File: src/rtl/param_counter_pkg.sv
// Shared constants and helpers for the parametrised counter and its prescaler.
package param_counter_pkg;

   localparam logic DIR_UP   = 1'b1;
   localparam logic DIR_DOWN = 1'b0;

   localparam int unsigned MODE_WRAP = 0;
   localparam int unsigned MODE_SAT  = 1;

   typedef enum logic [1:0] {
      OP_HOLD,
      OP_CLEAR,
      OP_LOAD,
      OP_STEP
   } op_e;

   // Never returns 0 so a register sized with it always has at least one bit.
   function automatic int unsigned clog2(input int unsigned value);
      int unsigned bits;
      bits = 0;
      while ((64'(1) << bits) < 64'(value)) bits++;
      return (bits == 0) ? 1 : bits;
   endfunction

endpackage

File: src/rtl/param_counter_prescaler.sv
// Clock-enable divider: one step pulse every PRESCALE enabled, non-restarted edges.
module param_counter_prescaler
   import param_counter_pkg::*;
#(
   parameter int unsigned PRESCALE = 1
) (
   input  logic clk,
   input  logic reset_n,
   input  logic en,
   input  logic restart,
   output logic step
);

   generate
      if (PRESCALE <= 1) begin : g_bypass
         logic unused_bypass;
         assign unused_bypass = clk ^ reset_n;
         assign step          = en & ~restart;
      end else begin : g_div
         localparam int unsigned    PW   = clog2(PRESCALE);
         localparam logic [PW-1:0]  LAST = PW'(PRESCALE - 1);

         logic [PW-1:0] cnt_q, cnt_d;

         always_comb begin
            cnt_d = cnt_q;
            if (restart) begin
               cnt_d = '0;
            end else if (en) begin
               cnt_d = (cnt_q == LAST) ? '0 : cnt_q + 1'b1;
            end
         end

         always_ff @(posedge clk) begin
            if (!reset_n) begin
               cnt_q <= '0;
            end else begin
               cnt_q <= cnt_d;
            end
         end

         assign step = en & ~restart & (cnt_q == LAST);
      end
   endgenerate

endmodule

File: src/rtl/param_counter.sv
// Up/down modulo counter with load, clear, optional saturation, tc pulse and sticky wrap flag.
module param_counter
   import param_counter_pkg::*;
#(
   parameter int unsigned      WIDTH    = 8,
   parameter logic [WIDTH-1:0] MAX_VAL  = '1,
   parameter int unsigned      SATURATE = MODE_WRAP,
   parameter int unsigned      PRESCALE = 1
) (
   input  logic             clk,
   input  logic             reset_n,
   input  logic             en,
   input  logic             up_dn,
   input  logic             load,
   input  logic [WIDTH-1:0] load_val,
   input  logic             clear,
   input  logic             wrap_clr,
   output logic [WIDTH-1:0] result,
   output logic             tc,
   output logic             wrap_sticky
);

   logic [WIDTH-1:0] result_q, result_d;
   logic             tc_q, tc_d;
   logic             wrap_q, wrap_d;
   logic             step;
   logic             at_bound;
   op_e              op;

   param_counter_prescaler #(
      .PRESCALE (PRESCALE)
   ) u_prescaler (
      .clk     (clk),
      .reset_n (reset_n),
      .en      (en),
      .restart (clear | load),
      .step    (step)
   );

   always_comb begin
      op = OP_HOLD;
      if (clear) begin
         op = OP_CLEAR;
      end else if (load) begin
         op = OP_LOAD;
      end else if (step) begin
         op = OP_STEP;
      end
   end

   assign at_bound = (up_dn == DIR_UP) ? (result_q == MAX_VAL) : (result_q == '0);

   // Sticky set takes precedence over wrap_clr when both land on the same edge.
   always_comb begin
      result_d = result_q;
      tc_d     = 1'b0;
      wrap_d   = wrap_q & ~wrap_clr;
      unique case (op)
         OP_CLEAR: result_d = '0;
         OP_LOAD:  result_d = (load_val > MAX_VAL) ? MAX_VAL : load_val;
         OP_STEP: begin
            if (at_bound) begin
               tc_d   = 1'b1;
               wrap_d = 1'b1;
               if (SATURATE == MODE_SAT) begin
                  result_d = result_q;
               end else begin
                  result_d = (up_dn == DIR_UP) ? '0 : MAX_VAL;
               end
            end else begin
               result_d = (up_dn == DIR_UP) ? result_q + 1'b1 : result_q - 1'b1;
            end
         end
         default: ;
      endcase
   end

   always_ff @(posedge clk) begin
      if (!reset_n) begin
         result_q <= '0;
         tc_q     <= 1'b0;
         wrap_q   <= 1'b0;
      end else begin
         result_q <= result_d;
         tc_q     <= tc_d;
         wrap_q   <= wrap_d;
      end
   end

   assign result      = result_q;
   assign tc          = tc_q;
   assign wrap_sticky = wrap_q;

endmodule

File: config.mk
export PLATFORM = sky130hd
export DESIGN_NAME = param_counter
export DESIGN_NICKNAME = d
export VERILOG_FILES = /design/src/rtl/param_counter_pkg.sv /design/src/rtl/param_counter_prescaler.sv /design/src/rtl/param_counter.sv
export SDC_FILE = /design/constraint.sdc
export NUM_CORES = 1
export LEC_CHECK = 0
export CAP_MARGIN = 20
export CELL_PAD_IN_SITES_DETAIL_PLACEMENT = 0
export CELL_PAD_IN_SITES_GLOBAL_PLACEMENT = 1
export CORE_MARGIN = 1.5
export CORE_UTILIZATION = 35
export DETAILED_ROUTE_END_ITERATION = 16
export GPL_ROUTABILITY_DRIVEN = 0
export PLACE_DENSITY_LB_ADDON = 0.1
export SETUP_SLACK_MARGIN = 0.5
export SYNTH_ARGS = -nofsm -noshare
export SYNTH_HDL_FRONTEND = slang
export SYNTH_SLANG_ARGS = --single-unit
File: constraint.sdc
create_clock -name clk -period 5.85 [get_ports clk]
set_input_delay 1.4625 -clock clk [delete_from_list [all_inputs] [get_ports clk]]
set_output_delay 1.4625 -clock clk [all_outputs]
set_load 0.01 [all_outputs]
Run 1, I/O nets highlighted:
Drawn at 6 px/um.
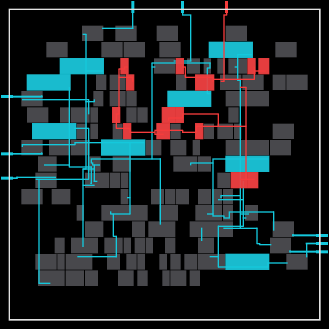
color	port	bits	direction	end cells	wire
cyan	result	8	output	8	406 um
red	load	1	input	14	102 um
port buffer count: 24
IO Pins: 25

Run 1, placement by cell class:
Drawn at 8 px/um.
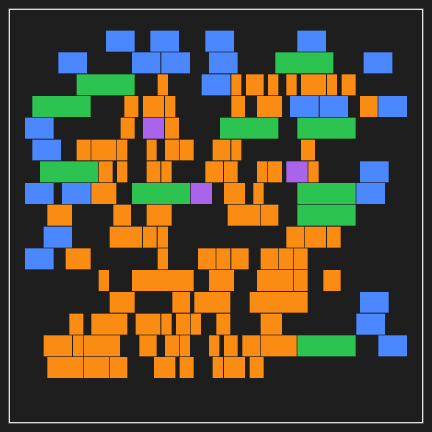
color	class	cells	share of their area
purple	clock drivers	3	2.1%
orange	combinational and other logic	92	56%
green	flops	10	19%
blue	other buffers and delay cells	24	23%
core area: 2210 um2
final instance area: 1100 um2
post-layout util: 49.7%
# rows: 17
fraction of area in registers: 18.2%

Run 1, met1 routing:
Drawn at 10 px/um. Supply wires on this layer in gray. Cells faint in the background.
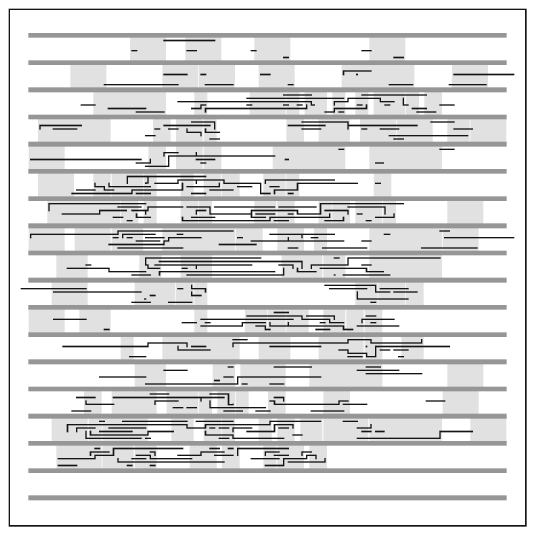
main direction	horizontal
wire length on this layer	995 um
grt met1 use: 23.4%
Routed WL: 2.09 mm
via count: 851

==> run 1: worst paths after layout <==
path / from / to / depth (start not counted)
worst max register to register: result[3] / result[2] / 5
worst max-delay path: up_dn / result[3] / 8
worst min register to register: wrap_sticky / wrap_sticky / 2
worst min-delay path: wrap_sticky / wrap_sticky / 2
==> run 1: registers in the layout, indices dropped and copies added (netlist names) <==
| register | cells |
|---|---|
| wrap_sticky | 1 |
| result | 8 |
| tc | 1 |
==> run 1: power breakdown <==
group          switching (mW)  internal, mW
logic                  0.0330        0.0356
registers             0.00543        0.0717
clock network          0.0236        0.0238
total                  0.0620         0.131
==> run 1: per-layer routing <==
layer	routed length, um	track usage [%]
met5	0	0
met4	36	5.26
met3	87	5.17
met2	970	28.6
met1	994	23.4
==> results.sh, run 1 <==
# source this file to load flow results
export IMPL_cts_root_buf="clkbuf_4"
export IMPL_yosysMostFrequentCell="a21oi_1"
export IMPL_antenna_found_initial=0
export IMPL_ys_top_logic_family="AND-OR/OR-AND gates"
export IMPL_crit_path_end_kind="flip-flop"
export IMPL_layout_top_cell="clkdlybuf4s50_1"
export IMPL_grt_pass1_wl_mm=3.56
export IMPL_yosys_cells=107
export IMPL_diodes=0
export IMPL_hold_slack_ns=0.482
export IMPL_htreeDepth=1
export IMPL_buffers=24
export IMPL_drtAntennaViolNets=0
export IMPL_remaining_drc_errors=0
export IMPL_topCellsByArea="dfxtp_1, a21oi_1, ha_1, nand2_1, nor2_1"
export IMPL_critPathSlowestCell="clkdlybuf4s50_1"
export IMPL_largest_class="logic gates"
export IMPL_synth_cells=107
export IMPL_hold_viol_final=0
export IMPL_cp_arrival_ns=3.64
export IMPL_rsz0062_at_grt="false"
export IMPL_dp_cells=154
export IMPL_timing_reg2reg_setup_slack_ns=3.99
export IMPL_crit_chain="clkdlybuf4s50_1 > inv_1 > ha_1 > a211oi_1 > or2_1 > a31oi_1 > a211o_1 > a21oi_1"
export IMPL_drive_above_1_share_pct=4.65
export IMPL_fin_skew_ns=0.00436
export IMPL_ff_type="dfxtp_1"
export IMPL_placed_cell_area_um2=1080
export IMPL_fp_util_pct=37.2
export IMPL_worstPathBufferInverterCount=2
export IMPL_start_kind="input pin"
export IMPL_syn_avg_cell_area_um2=7.69
export IMPL_cts_tree="built"
export IMPL_top_area_share_pct=24.3
export IMPL_track_usage_pct=17.9
export IMPL_synthAoiAreaFrac_pct=27.4
export IMPL_drt_iter0_markers=23
export IMPL_synth_cell_types=35
export IMPL_clock_latency_ns=0.27
export IMPL_postCtsResizedCells=0
export IMPL_vias_per_cell=5.42
export IMPL_status="finished, final reports clean"
export IMPL_clockNetworkAreaShare_pct=2.05
export IMPL_die_h_um=51.5
export IMPL_post_cts_setup_buffers=0
export IMPL_max_cap_violations=0
export IMPL_ys_flops=10
export IMPL_drv_slew=0
export IMPL_logic_area_um2=589
export IMPL_logic_gates=89
export IMPL_fin_ws_ns=2.41
export IMPL_dp_slack_ns=2.11
export IMPL_slew_headroom_pct=69.6
export IMPL_min_path_type="reg2reg"
export IMPL_chipArea_um2=2650
export IMPL_flops=10
export IMPL_synth_edff_count=0
export IMPL_ys_sh_xor_pct=6.38
export IMPL_yosys_area_share_simple_pct=26.3
export IMPL_async_flop_share_pct=0
export IMPL_tap_cells=28
export IMPL_flop_area_um2=200
export IMPL_fp_dieW_um=51.5
export IMPL_grt_pass1_vias=770
export IMPL_power_density_nw_per_um2=176
export IMPL_setup_violations=0
export IMPL_synth_area_mux_share_pct=0
export IMPL_p_total_mw=0.193
export IMPL_slowest_delay_ns=0.58
export IMPL_tightest_slew_ns=0.455
export IMPL_nNonClkInverters=3
export IMPL_comb_cell_share_pct=53.6
export IMPL_cts_max_path_buffers=2
export IMPL_top_area_cell="dfxtp_1"
export IMPL_fillers=235
export IMPL_clock_buffers=3
export IMPL_nonClkBufAreaFrac_pct=21.9
export IMPL_yosysWarnings=0
export IMPL_ys_chip_area_um2=823
export IMPL_cp_max_fo=7
export IMPL_critPathKind="in2reg"
export IMPL_grt_overflow=0
export IMPL_place_hpwl_mm=1.67
export IMPL_tns_ns=0
export IMPL_numClockSinks=10
export IMPL_clk_pin_slew_ns=0.07
export IMPL_crit_family="AND-OR/OR-AND gates"
export IMPL_hold_buffers=0
export IMPL_ys_top_cells_by_count="a21oi_1, dfxtp_1, nand2_1, nor2_1, ha_1"
export IMPL_vdd_ir_drop_max_v=0.000118
export IMPL_ys_sh_adder_pct=11.6
export IMPL_cts_buffers=3
export IMPL_wl_per_cell_um=13.3
export IMPL_max_freq_ghz=0.291
export IMPL_most_common_layout_cells="clkdlybuf4s50_1, a21oi_1, nand2_1, nor2_1, dfxtp_1"
export IMPL_ys_seq_share_pct=24.3
export IMPL_synth_area_um2=823
export IMPL_fin_cells=157
export IMPL_tool_warnings=26
export IMPL_area_growth_pct=33.4
Run 1, cell area per tile:
Drawn at 8 px/um. 10 x 10 tiles, from dark blue (low) to red (high), 0 to 100% covered.
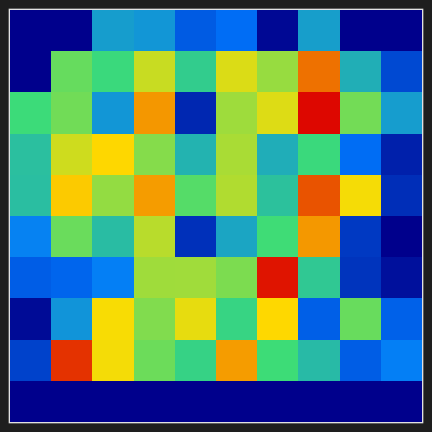

## Run 2: what changed since run 1
--- a/config.mk
+++ b/config.mk
@@ -9,7 +9,7 @@
 export CELL_PAD_IN_SITES_DETAIL_PLACEMENT = 0
 export CELL_PAD_IN_SITES_GLOBAL_PLACEMENT = 1
 export CORE_MARGIN = 1.5
-export CORE_UTILIZATION = 35
+export CORE_UTILIZATION = 32
 export DETAILED_ROUTE_END_ITERATION = 16
 export GPL_ROUTABILITY_DRIVEN = 0
 export PLACE_DENSITY_LB_ADDON = 0.1
==> constraint.sdc (replaced) <==
create_clock -name clk -period 3.3 [get_ports clk]
set_input_delay 0.825 -clock clk [delete_from_list [all_inputs] [get_ports clk]]
set_output_delay 0.825 -clock clk [all_outputs]
set_load 0.01 [all_outputs]
Run 2, cell area per tile:
Drawn at 6 px/um. 11 x 11 tiles, from dark blue (low) to red (high), 0 to 100% covered.
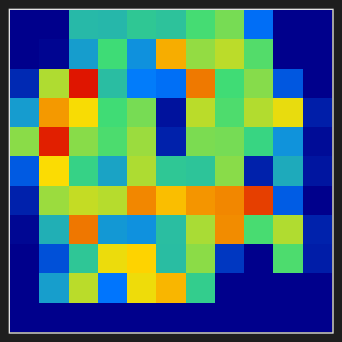
fullest tile	98%
mean over tiles	38%
emptiest ninth of the die	bottom right
tiles over 75% full	12%
nearly empty tiles	24%

Run 2, placement by cell class:
Drawn at 6 px/um.
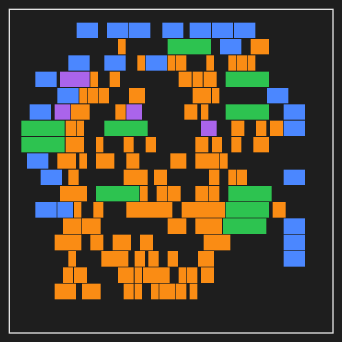
color	class	cells	share of their area
green	flops	10	18%
purple	clock drivers and dummy loads	4	3.3%
orange	combinational and other logic	92	55%
blue	other buffers and delay cells	25	23%
core area: 2450 um2
fraction of area in registers: 17.8%

==> run 2 against run 1 <==
Compared with the run above:
- utilization is 3.9 points lower
- clock skew shrank 0.0019 ns
- largest power group unchanged
- routed wire length decreased by 2.2%
- critical path type unchanged
- area after synthesis stayed put
- critical endpoint unchanged
==> results.sh, run 2 <==
# source this file to load flow results
export IMPL_ys_top_cells_by_count="a21oi_1, dfxtp_1, nand2_1, nor2_1, ha_1"
export IMPL_clockPowerShare_pct=30.1
export IMPL_setup_violations=0
export IMPL_ys_chip_area_um2=823
export IMPL_endpoint="result[3]"
export IMPL_utilization_pct=45.7
export IMPL_ys_sh_xor_pct=6.38
export IMPL_p_total_mw=0.370
export IMPL_yosysWarnings=0
export IMPL_r2r_end="result[3]"
export IMPL_tool_warnings=26
export IMPL_p_sw_mw=0.112
export IMPL_pwr_group_clock_mw=0.111
export IMPL_tightest_slew_ns=0.428
export IMPL_top_area_cell="dfxtp_1"
export IMPL_switching_share_pct=30.3
export IMPL_status="finished, final reports clean"
export IMPL_layout_top_cell="clkdlybuf4s50_1"
export IMPL_fp_dieW_um=53.7
export IMPL_grt_pass1_vias=767
export IMPL_reg2reg_depth=6
export IMPL_ys_sh_adder_pct=11.6
export IMPL_top_area_share_pct=24.3
export IMPL_yosys_cells=107
export IMPL_grt_overflow=0
export IMPL_synth_cells=107
export IMPL_ys_top_logic_family="AND-OR/OR-AND gates"
export IMPL_start_kind="input pin"
export IMPL_largest_reg_flops=8
export IMPL_hold_viol_final=0
export IMPL_place_hpwl_mm=1.66
export IMPL_clock_latency_ns=0.27
export IMPL_clk_pin_slew_ns=0.07
export IMPL_cts_buffers=3
export IMPL_area_growth_pct=36.3
export IMPL_hold_slack_ns=0.479
export IMPL_ff_type="dfxtp_1"
export IMPL_num_rows=18
export IMPL_htreeDepth=1
export IMPL_port_buffers=24
export IMPL_drv_slew=0
export IMPL_syn_avg_cell_area_um2=7.69
export IMPL_power_density_nw_per_um2=330
export IMPL_cts_tree="built"
export IMPL_fillers=269
export IMPL_min_to="wrap_sticky"
export IMPL_io_pins=25
export IMPL_synth_area_um2=823
export IMPL_dp_slack_ns=0.361
export IMPL_cts_max_path_buffers=2
export IMPL_synth_area_mux_share_pct=0
export IMPL_cts_root_buf="clkbuf_4"
export IMPL_tns_ns=0
export IMPL_slew_headroom_pct=71.4
export IMPL_vias_per_cell=5.19
export IMPL_diodes=0
export IMPL_hold_start="wrap_sticky"
export IMPL_p_comb_share_pct=33.0
export IMPL_vdd_ir_drop_max_v=0.000262
export IMPL_synth_cell_types=35
export IMPL_min_delay_path_depth=2
export IMPL_chipArea_um2=2890
export IMPL_numClockSinks=10
export IMPL_seqPwrFrac_pct=36.9
export IMPL_timing_final_crit_share_pct=80.2
export IMPL_ys_seq_share_pct=24.3
export IMPL_placed_cell_area_um2=1090
export IMPL_max_cap_violations=0
export IMPL_yosys_area_share_simple_pct=26.3
export IMPL_synth_edff_count=0
export IMPL_remaining_drc_errors=0
export IMPL_topCellsByArea="dfxtp_1, a21oi_1, ha_1, nand2_1, nor2_1"
export IMPL_hold_buffers=0
export IMPL_cp_arrival_ns=2.85
export IMPL_synthAoiAreaFrac_pct=27.4
export IMPL_dp_cells=157
export IMPL_drtAntennaViolNets=0
export IMPL_p_int_mw=0.258
export IMPL_pg_comb_mw=0.122
export IMPL_async_flop_share_pct=0
export IMPL_die_h_um=53.7
export IMPL_rsz0062_at_grt="false"
export IMPL_post_cts_setup_buffers=0
export IMPL_critPathKind="in2reg"
export IMPL_min_path_type="reg2reg"
export IMPL_ys_flops=10
export IMPL_drt_iter0_markers=4
export IMPL_antenna_found_initial=0
export IMPL_grt_pass1_wl_mm=3.27
export IMPL_timing_reg2reg_setup_slack_ns=1.46
export IMPL_fin_skew_ns=0.00250
export IMPL_most_common_layout_cells="clkdlybuf4s50_1, a21oi_1, nand2_1, nor2_1, dfxtp_1"
export IMPL_postCtsResizedCells=0
export IMPL_fp_util_pct=33.5
export IMPL_track_usage_pct=15.6
export IMPL_p_seq_mw=0.137
export IMPL_power_top_group="registers"
export IMPL_finalInstanceArea_um2=1120
export IMPL_fin_ws_ns=0.652
export IMPL_required_ns=3.50
export IMPL_drive_above_1_share_pct=6.11
export IMPL_yosysMostFrequentCell="a21oi_1"
export IMPL_crit_path_end_kind="flip-flop"
export IMPL_wl_per_cell_um=12.7
export IMPL_fin_cells=161
export IMPL_cp_max_fo=7
export IMPL_max_freq_ghz=0.378
export IMPL_crit_start="up_dn"
export IMPL_r2r_start="result[1]"
Run 2, met1 routing:
Drawn at 10 px/um. Supply wires on this layer in gray. Cells faint in the background.
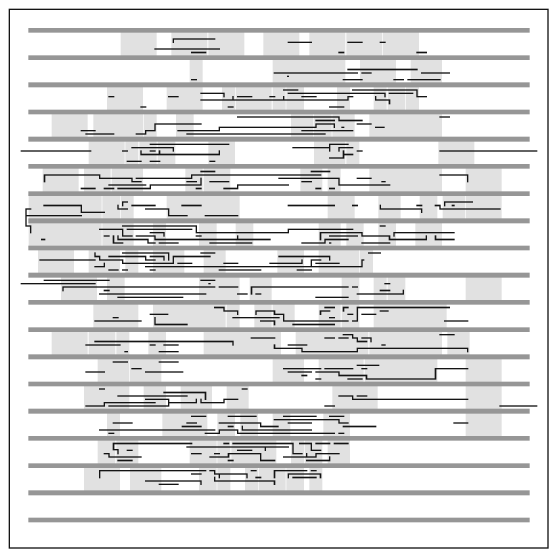
longest straight run	21.6 um
share of all routed wire	47%
wire length on this layer	957 um
Routed WL: 2.04 mm
via count: 836

-- run 2: cell counts after synthesis --
Identical to the previous run, type by type.
-- run 2: critical path: stages --
cell	delay [ns]
clkdlybuf4s50_1	0.47
inv_1	0.14
ha_1	0.33
a211oi_1	0.33
or2_1	0.22
a31oi_1	0.11
a211o_1	0.30
a21oi_1	0.13
-- run 2: layout make-up --
class / instances / area, um2 / area share [%]
Multi-Input combinational cell: 89 / 589 / 52.5
Sequential cell: 10 / 200 / 17.8
Tap cell: 30 / 37.5 / 3.34
Inverter: 3 / 11.3 / 1.00
Clock buffer: 4 / 36.3 / 3.23
Timing Repair Buffer: 25 / 248 / 22.1
-- run 2: per-layer routing --
layer,vias up,track usage (%),routed length (um)
met5,-,0,0
met3,2,4.17,81
met4,0,2.56,8
met2,16,28.5,997
li1,438,-,-
met1,380,18.2,956
Run 2, placed standard cells:
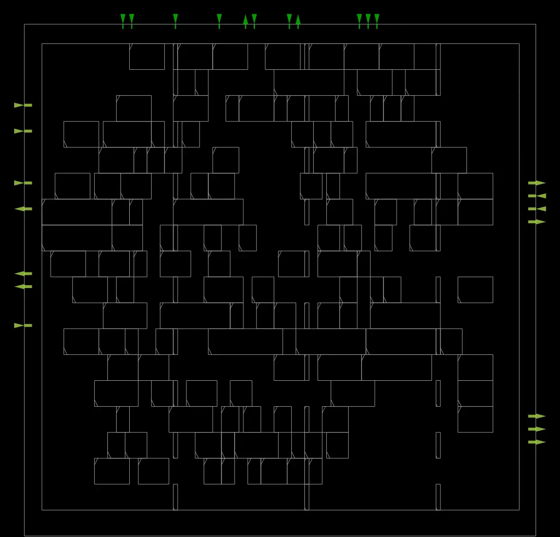

## Run 3: what changed since run 2
==> constraint.sdc (replaced) <==
create_clock -name clk -period 2.75 [get_ports clk]
set_input_delay 0.6875 -clock clk [delete_from_list [all_inputs] [get_ports clk]]
set_output_delay 0.6875 -clock clk [all_outputs]
set_load 0.01 [all_outputs]
Run 3, placed standard cells:
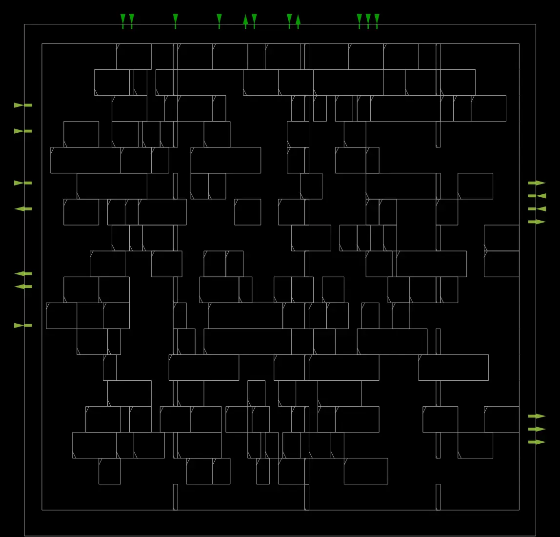
# rows: 18
Seq cells: 10
fraction of area in registers: 17.5%

Run 3, I/O nets highlighted:
Drawn at 4 px/um.
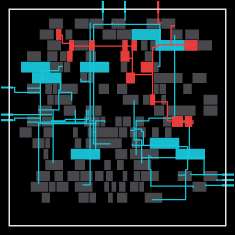
color	port	bits	direction	end cells	wire
cyan	result	8	output	8	441 um
red	load	1	input	14	94.1 um

==> run 3 against run 2 <==
Compared with the run above:
- flip-flop count unchanged
- final area up 2.1%
- global-route usage increased by 1.9 points
- die area unchanged
- clock-buffer cell count is the same
- first-iteration DRC count is the same
- power grew 22%
- combinational power increased by 24%
- non-clock buffer count grew 1
- clock skew rose by 0.0025 ns
- routed wire length rose by 7.8%
- area after synthesis unchanged
- critical endpoint is now result[7]
==> results.sh, run 3 <==
# source this file to load flow results
export IMPL_hold_viol_final=0
export IMPL_gr_usage_met3_pct=6.67
export IMPL_synth_cell_types=35
export IMPL_globalRouteMet1Util_pct=21.3
export IMPL_route_met3_wl_um=112
export IMPL_area_growth_pct=39.2
export IMPL_numClockSinks=10
export IMPL_rsz0062_at_grt="false"
export IMPL_grt_overflow=0
export IMPL_hold_buffers=0
export IMPL_crit_chain="dlygate4sd2_1 > inv_2 > buf_4 > ha_4 > o21ai_0 > or2_1 > o211a_1 > xnor2_1 > a21oi_1"
export IMPL_yosys_cells=107
export IMPL_max_freq_ghz=0.473
export IMPL_synth_edff_count=0
export IMPL_cts_root_buf="clkbuf_4"
export IMPL_route_met2_wl_mm=1.03
export IMPL_crit_path_end_kind="flip-flop"
export IMPL_ys_top_cells_by_count="a21oi_1, dfxtp_1, nand2_1, nor2_1, ha_1"
export IMPL_ys_seq_share_pct=24.3
export IMPL_r2r_start="result[3]"
export IMPL_syn_avg_cell_area_um2=7.69
export IMPL_cts_tree="built"
export IMPL_grt_pass1_vias=807
export IMPL_top_area_share_pct=24.3
export IMPL_tightest_slew_ns=0.451
export IMPL_wl_met1_mm=1.02
export IMPL_htreeDepth=1
export IMPL_top_area_cell="dfxtp_1"
export IMPL_yosysWarnings=0
export IMPL_ff_type="dfxtp_1"
export IMPL_port_buffers=24
export IMPL_ys_flops=10
export IMPL_r2r_end="result[2]"
export IMPL_setup_violations=0
export IMPL_hold_start="wrap_sticky"
export IMPL_critPathSlowestCell="or2_1"
export IMPL_dp_slack_ns=0.000800
export IMPL_core_area_um2=2450
export IMPL_async_flop_share_pct=0
export IMPL_p_total_mw=0.453
export IMPL_io_pins=25
export IMPL_slowest_delay_ns=0.28
export IMPL_clock_latency_ns=0.27
export IMPL_chipArea_um2=2890
export IMPL_timing_reg2reg_setup_slack_ns=0.88
export IMPL_cp_max_fo=4
export IMPL_tool_warnings=26
export IMPL_power_density_nw_per_um2=395
export IMPL_tns_ns=0
export IMPL_most_common_layout_cells="clkdlybuf4s50_1, a21oi_1, nand2_1, nor2_1, dfxtp_1"
export IMPL_postCtsResizedCells=4
export IMPL_yosysMostFrequentCell="a21oi_1"
export IMPL_start_kind="input pin"
export IMPL_slew_headroom_pct=69.8
export IMPL_drive_above_1_share_pct=9.09
export IMPL_status="finished, final reports clean"
export IMPL_antenna_found_initial=0
export IMPL_critPathKind="in2reg"
export IMPL_min_path_type="reg2reg"
export IMPL_fp_util_pct=33.5
export IMPL_met2_usage_pct=27.8
export IMPL_required_ns=2.91
Run 3, placement by cell class:
Drawn at 6 px/um.
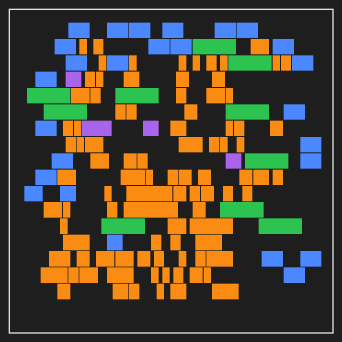
color	class	cells	share of their area
green	flops	10	18%
purple	clock drivers and dummy loads	4	3.3%
blue	other buffers and delay cells	26	23%
orange	combinational and other logic	92	56%
final instance area: 1150 um2
post-layout util: 46.7%

-- run 3: cell counts after synthesis --
No cell type changed its count.
-- run 3: cells by family after synthesis --
family	count (synthesis)	share of synthesized area [%]
and+or+nand+nor	40	26.3
AOI/OAI and AO/OA	36	27.4
DFF	10	24.3
buffers and inverters	8	4.10
adders and majority gates	7	11.6
xor gates and xnor gates	6	6.38
-- run 3: cell type report --
class / count / area, um2
flip-flops and latches: 10 / 200
multi-input cells: 89 / 607
clock buffers: 4 / 36.3
repair buffers: 26 / 254
fillers: 253 / 1310
inverters: 3 / 11.3
well taps: 30 / 37.5
-- run 3: power by group --
group,leakage (nW),switching [mW],internal (mW),total [mW]
clock network,0.0210,0.0568,0.0806,0.137
registers,0.0817,0.0121,0.152,0.165
logic,0.340,0.0717,0.0792,0.151
Power and IR drop assume default switching activity.
